==> src/rtl/seq_detect_counter.sv <==
// Serial pattern detector with a runtime-reloadable pattern and a match counter.
// The detection state is the longest suffix of accepted bits that is also a pattern prefix.
module seq_detect_counter #(
  parameter int               PAT_W    = 3,
  parameter logic [PAT_W-1:0] PATTERN  = 3'b010,
  parameter int               CNT_W    = 10,
  parameter bit               OVERLAP  = 1'b1,
  parameter bit               SATURATE = 1'b1,
  localparam int              LEN_W    = $clog2(PAT_W + 1)
) (
  input  logic             clk,
  input  logic             rst,
  input  logic             x,
  input  logic             x_valid,
  input  logic             clr_cnt,
  input  logic             pat_load,
  input  logic [PAT_W-1:0] pat_in,
  output logic             y,
  output logic [CNT_W-1:0] users_count,
  output logic             cnt_sat,
  output logic [LEN_W-1:0] match_len
);

  // Handshake: x is consumed on a rising edge only while x_valid is high; there is no
  // backpressure, so every valid bit is accepted unless a pattern load claims the same edge.

  logic [PAT_W-1:0] pat_q;
  logic [LEN_W-1:0] len_d;
  logic [CNT_W-1:0] cnt_d;
  logic             hit;
  int               nl;

  // Pattern bit i (i = 0 is the first-received bit) lives at p[PAT_W-1-i].
  function automatic int next_len(input logic [PAT_W-1:0] p, input int len, input logic b);
    int   best;
    logic ok;
    best = 0;
    for (int k = 1; k <= PAT_W; k++) begin
      if (k <= len + 1) begin
        ok = (p[PAT_W-k] == b);
        for (int j = 0; j < PAT_W - 1; j++) begin
          if (j < k - 1) begin
            if (p[PAT_W-1-j] != p[PAT_W-2-len+k-j]) ok = 1'b0;
          end
        end
        if (ok) best = k;
      end
    end
    return best;
  endfunction

  function automatic int border(input logic [PAT_W-1:0] p);
    int   best;
    logic ok;
    best = 0;
    for (int k = 1; k < PAT_W; k++) begin
      ok = 1'b1;
      for (int i = 0; i < PAT_W - 1; i++) begin
        if (i < k) begin
          if (p[PAT_W-1-i] != p[k-1-i]) ok = 1'b0;
        end
      end
      if (ok) best = k;
    end
    return best;
  endfunction

  always_comb begin
    nl    = next_len(pat_q, int'(match_len), x);
    hit   = x_valid && !pat_load && (nl == PAT_W);
    len_d = LEN_W'(nl);
    if (hit) len_d = OVERLAP ? LEN_W'(border(pat_q)) : '0;
    cnt_d = users_count;
    if (clr_cnt) begin
      cnt_d = '0;
    end else if (hit) begin
      if (!(SATURATE && (users_count == '1))) cnt_d = users_count + 1'b1;
    end
  end

  always_ff @(posedge clk or negedge rst) begin
    if (!rst) begin
      pat_q       <= PATTERN;
      match_len   <= '0;
      y           <= 1'b0;
      users_count <= '0;
      cnt_sat     <= 1'b0;
    end else begin
      if (pat_load) begin
        pat_q     <= pat_in;
        match_len <= '0;
        y         <= 1'b0;
      end else if (x_valid) begin
        match_len <= len_d;
        y         <= hit;
      end else begin
        y <= 1'b0;
      end
      users_count <= cnt_d;
      cnt_sat     <= SATURATE && (cnt_d == '1);
    end
  end

endmodule

==> config.mk <==
export PLATFORM = sky130hd
export DESIGN_NAME = seq_detect_counter
export DESIGN_NICKNAME = d
export VERILOG_FILES = /design/src/rtl/seq_detect_counter.sv
export SDC_FILE = /design/constraint.sdc
export NUM_CORES = 1
export LEC_CHECK = 0
export CELL_PAD_IN_SITES_DETAIL_PLACEMENT = 2
export CELL_PAD_IN_SITES_GLOBAL_PLACEMENT = 2
export CORE_MARGIN = 2
export CORE_UTILIZATION = 29
export DETAILED_ROUTE_END_ITERATION = 7
export PLACE_DENSITY = 0.85
export SYNTH_ARGS = -nofsm -noshare
export SYNTH_HDL_FRONTEND = slang
export SYNTH_SLANG_ARGS = --single-unit
export TNS_END_PERCENT = 1
==> constraint.sdc <==
create_clock -name clk -period 2.51 [get_ports clk]
set_input_delay 0.251 -clock clk [delete_from_list [all_inputs] [get_ports clk]]
set_output_delay 0.251 -clock clk [all_outputs]
set_load 0.02 [all_outputs]
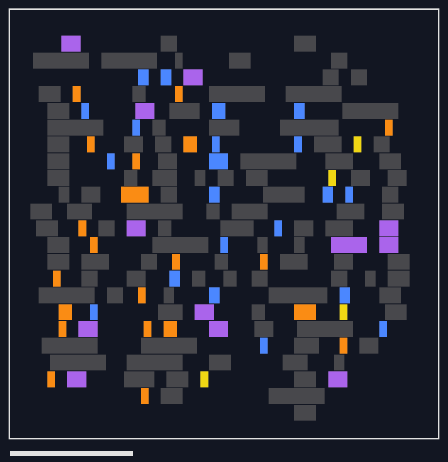
Run 1: logic cells by family
The bar under the picture is 20 um long.
[purple] xor and xnor cells | cells: 12 | most used: xnor2_1 | where: spread over the die
[orange] nor cells | cells: 21 | most used: nor2_1
[yellow] inv cells | cells: 4 | most used: inv_1
[blue] nand cells | cells: 21 | most used: nand2_1

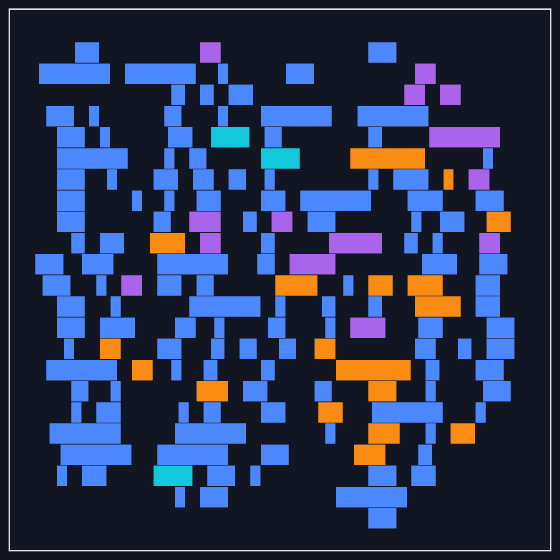
Run 1: sizing map
[blue] x1 and smaller | cells: 123 | share: 78%
[purple] x3 and x4 | cells: 14 | share: 8.9%
[orange] x2 | cells: 18 | share: 11%
[cyan] x6 and larger | cells: 3 | share: 1.9%
Area growth, synth to finish: 28.2%
Design Area, Final: 0.00159 sq mm
Non-Clock Buffer Count: 31
fin worst setup slack: 0.141 ns

==> results.sh, run 1 <==
# physical design summary
export IMPL_ys_ff=17
export IMPL_topCombFamilyByArea="simple AND/OR/NAND/NOR gates"
export IMPL_routabilityCongestion=0.792
export IMPL_yosys_area_sq_mm=0.00124
export IMPL_min_path_type="in2async"
export IMPL_crit_type="reg2reg"
export IMPL_clk_latency_ns=0.26
export IMPL_p_switching_w=0.000175
export IMPL_antenna_left=0
export IMPL_fin_crit_sh=0.944
export IMPL_ir_worst_vdd_v=0.000266
export IMPL_met1_usage=0.190
export IMPL_met3_usage=0.0363
export IMPL_clock_fmax_ghz=0.422
export IMPL_crit_cells=9
export IMPL_reg_largest_list="users_count: 10 flops, pat_q: 3 flops, match_len: 2 flops"
export IMPL_rsz0062_at_grt="no"
export IMPL_power_w=0.000624
export IMPL_regArea_sq_um=428
export IMPL_cts_resized=0
export IMPL_p_clk_frac=0.349
export IMPL_hpwl_mm=2.71
export IMPL_p_clk_w=0.000218
export IMPL_ys_flop_type="dfrtp_1"
export IMPL_core_sq_mm=0.00406
export IMPL_die_w_um=69.4
export IMPL_antenna_found_initial=0
export IMPL_floorplan_core_util=0.306
export IMPL_grt_overflow=0
export IMPL_synth_edff_count=0
export IMPL_io_buffer_count=22
export IMPL_compound_area_frac=0.159
export IMPL_reg2reg_from="match_len[1]$_DFFE_PN0P_"
export IMPL_mux_share=0.0363
export IMPL_nFillCells=442
export IMPL_clkbuf_count=4
export IMPL_p_seq_w=0.000297
export IMPL_rows=23
export IMPL_arrival_ns=2.54
export IMPL_status="finished clean"
export IMPL_drt_met1_wl_mm=1.55
export IMPL_ys_sh_simple=0.258
export IMPL_setup_viol_count_final=0
export IMPL_p_leak_nw=0.653
export IMPL_clk_pin_slew_ns=0.07
export IMPL_path_cells="inv_1, ha_4, and3b_4, o21bai_4, a21oi_4, and3_4, xnor2_1, or3_1, nor4_2"
export IMPL_power_density_mw_per_mm2=393
export IMPL_die_area_sq_mm=0.00481
export IMPL_synthCells=130
export IMPL_clock_area_frac=0.0283
export IMPL_clk_path_buf_depth=2
export IMPL_logic_gates=102
export IMPL_power_leader="registers"
export IMPL_grt_max_degree=18
export IMPL_vias=1063
export IMPL_drc_errors=0
export IMPL_grt_pass1_vias=1279
export IMPL_yosys_area_share_xor_xnor=0.0908
export IMPL_fa_ha_area_frac=0.0505
export IMPL_maxSlewHeadroom=0.444
export IMPL_topRoutingLayerUsed="met4"
export IMPL_met2_length_mm=1.87
export IMPL_path_delay_family="simple AND/OR/NAND/NOR gates"
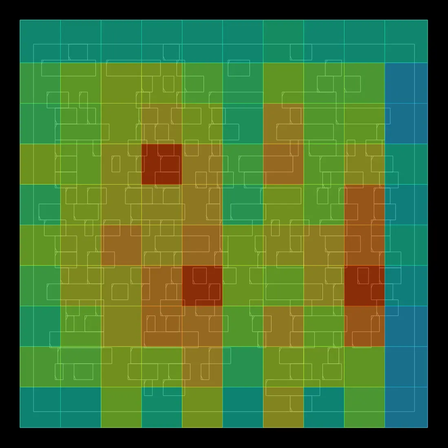
Run 1: track usage over the die
M2 GR Usage: 0.293
all-layer global routing usage: 0.162
grt peak-use layer: met2
Final Core Density: 0.392
Routed wire per std cell: 17.2 um

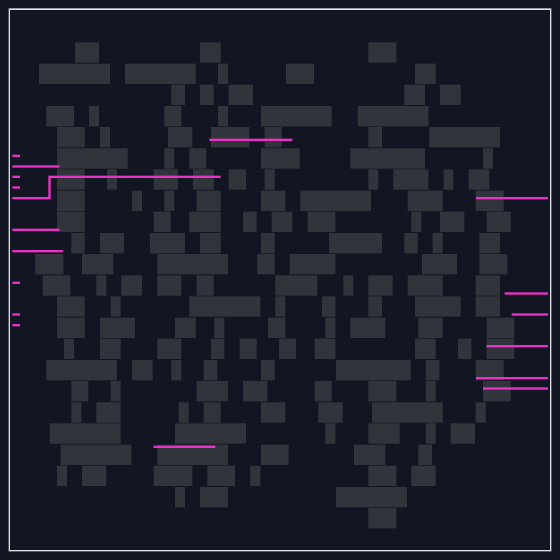
Run 1: M3 wires
main direction: horizontal
nets with wire on the layer: 17
longest straight run: 21.8 um

## Run 2: what changed since run 1
--- a/config.mk
+++ b/config.mk
@@ -10,6 +10,7 @@
 export CORE_MARGIN = 2
 export CORE_UTILIZATION = 29
 export DETAILED_ROUTE_END_ITERATION = 7
+export GPL_TIMING_DRIVEN = 0
 export PLACE_DENSITY = 0.85
 export SYNTH_ARGS = -nofsm -noshare
 export SYNTH_HDL_FRONTEND = slang
==> results.sh, run 2 <==
# physical design summary
export IMPL_reg2reg_from="match_len[1]$_DFFE_PN0P_"
export IMPL_power_w=0.000625
export IMPL_io_buffer_count=21
export IMPL_yosys_area_share_xor_xnor=0.0908
export IMPL_fin_crit_sh=0.967
export IMPL_antenna_found_initial=0
export IMPL_floorplan_core_util=0.306
export IMPL_rows=23
export IMPL_antenna_left=0
export IMPL_grt_max_degree=18
export IMPL_clk_pin_slew_ns=0.07
export IMPL_inverters=4
export IMPL_setup_viol_count_final=0
export IMPL_p_clk_frac=0.335
export IMPL_fin_hold_ws_ns=0.461
export IMPL_clkbuf_count=4
export IMPL_p_clk_w=0.000209
export IMPL_setup_slack_ns=0.0837
export IMPL_p_leak_nw=0.661
export IMPL_p_seq_w=0.000286
export IMPL_clk_latency_ns=0.25
export IMPL_top_area_frac=0.323
export IMPL_fa_ha_area_frac=0.0505
export IMPL_compound_area_frac=0.159
export IMPL_ys_sh_simple=0.258
export IMPL_clock_fmax_ghz=0.412
export IMPL_regArea_sq_um=429
export IMPL_crit_cells=11
export IMPL_topRoutingLayerUsed="met4"
export IMPL_tapCellCount=50
export IMPL_routabilityCongestion=0.766
export IMPL_clock_area_frac=0.0273
export IMPL_reg_largest_list="users_count: 10 flops, pat_q: 3 flops, match_len: 2 flops"
export IMPL_grt_busiest_layer="met2"
export IMPL_grt_overflow=0
export IMPL_layout_top_cell="clkdlybuf4s50_1"
export IMPL_logic_gates=102
export IMPL_ys_flop_type="dfrtp_1"
export IMPL_die_area_sq_mm=0.00481
export IMPL_drive_gt1_frac=0.261
export IMPL_maxSlewHeadroom=0.463
export IMPL_path_delay_family="simple AND/OR/NAND/NOR gates"
export IMPL_yosys_area_sq_mm=0.00124
export IMPL_status="finished clean"
export IMPL_clk_path_buf_depth=2
export IMPL_cts_buffers=3
export IMPL_power_density_mw_per_mm2=378
export IMPL_area_delta_synth_final_pct=33.3
export IMPL_min_path_type="in2async"
export IMPL_path_cells="inv_1, ha_4, and3b_4, o21bai_4, a21oi_4, buf_6, buf_4, and3_1, mux2_2, o2111ai_2, nor4_2"
export IMPL_ys_ff=17
export IMPL_hpwl_mm=2.60
export IMPL_core_sq_mm=0.00406
export IMPL_arrival_ns=2.59
export IMPL_ys_cells=130
export IMPL_crit_type="reg2reg"
export IMPL_grt_pass1_vias=1203
export IMPL_synthCells=130
export IMPL_stdcell_area_sq_mm=0.00165
export IMPL_power_leader="registers"
export IMPL_drc_errors=0
export IMPL_topCombFamilyByArea="simple AND/OR/NAND/NOR gates"
export IMPL_p_switching_w=0.000171
export IMPL_mux_share=0.0363
export IMPL_synth_edff_count=0
export IMPL_worstPathRequired_ns=2.67
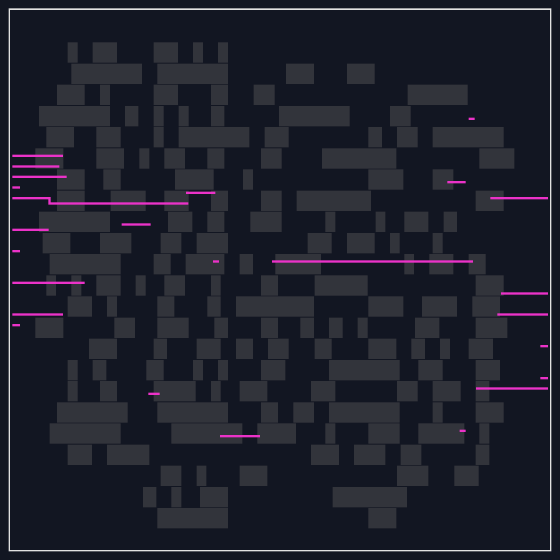
Run 2: M3 wires
main direction: horizontal
wire length on this layer: 134 um
share of all routed wire: 3.6%
longest straight run: 25.5 um
nets with wire on the layer: 20
M3 GR Usage: 0.0233
via count: 1096
routed wire length: 3.70 mm

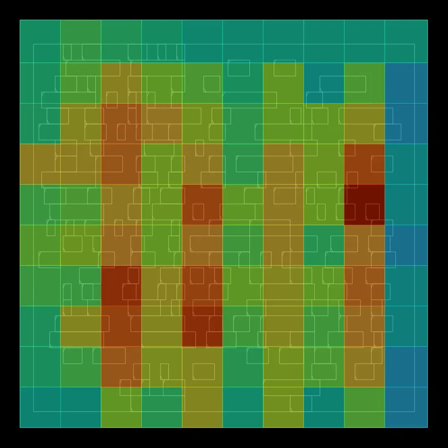
Run 2: track usage over the die
grt met1 use: 0.176
Final Core Density: 0.407
all-layer global routing usage: 0.154
Routed wire per std cell: 17.5 um
M2 GR Usage: 0.295

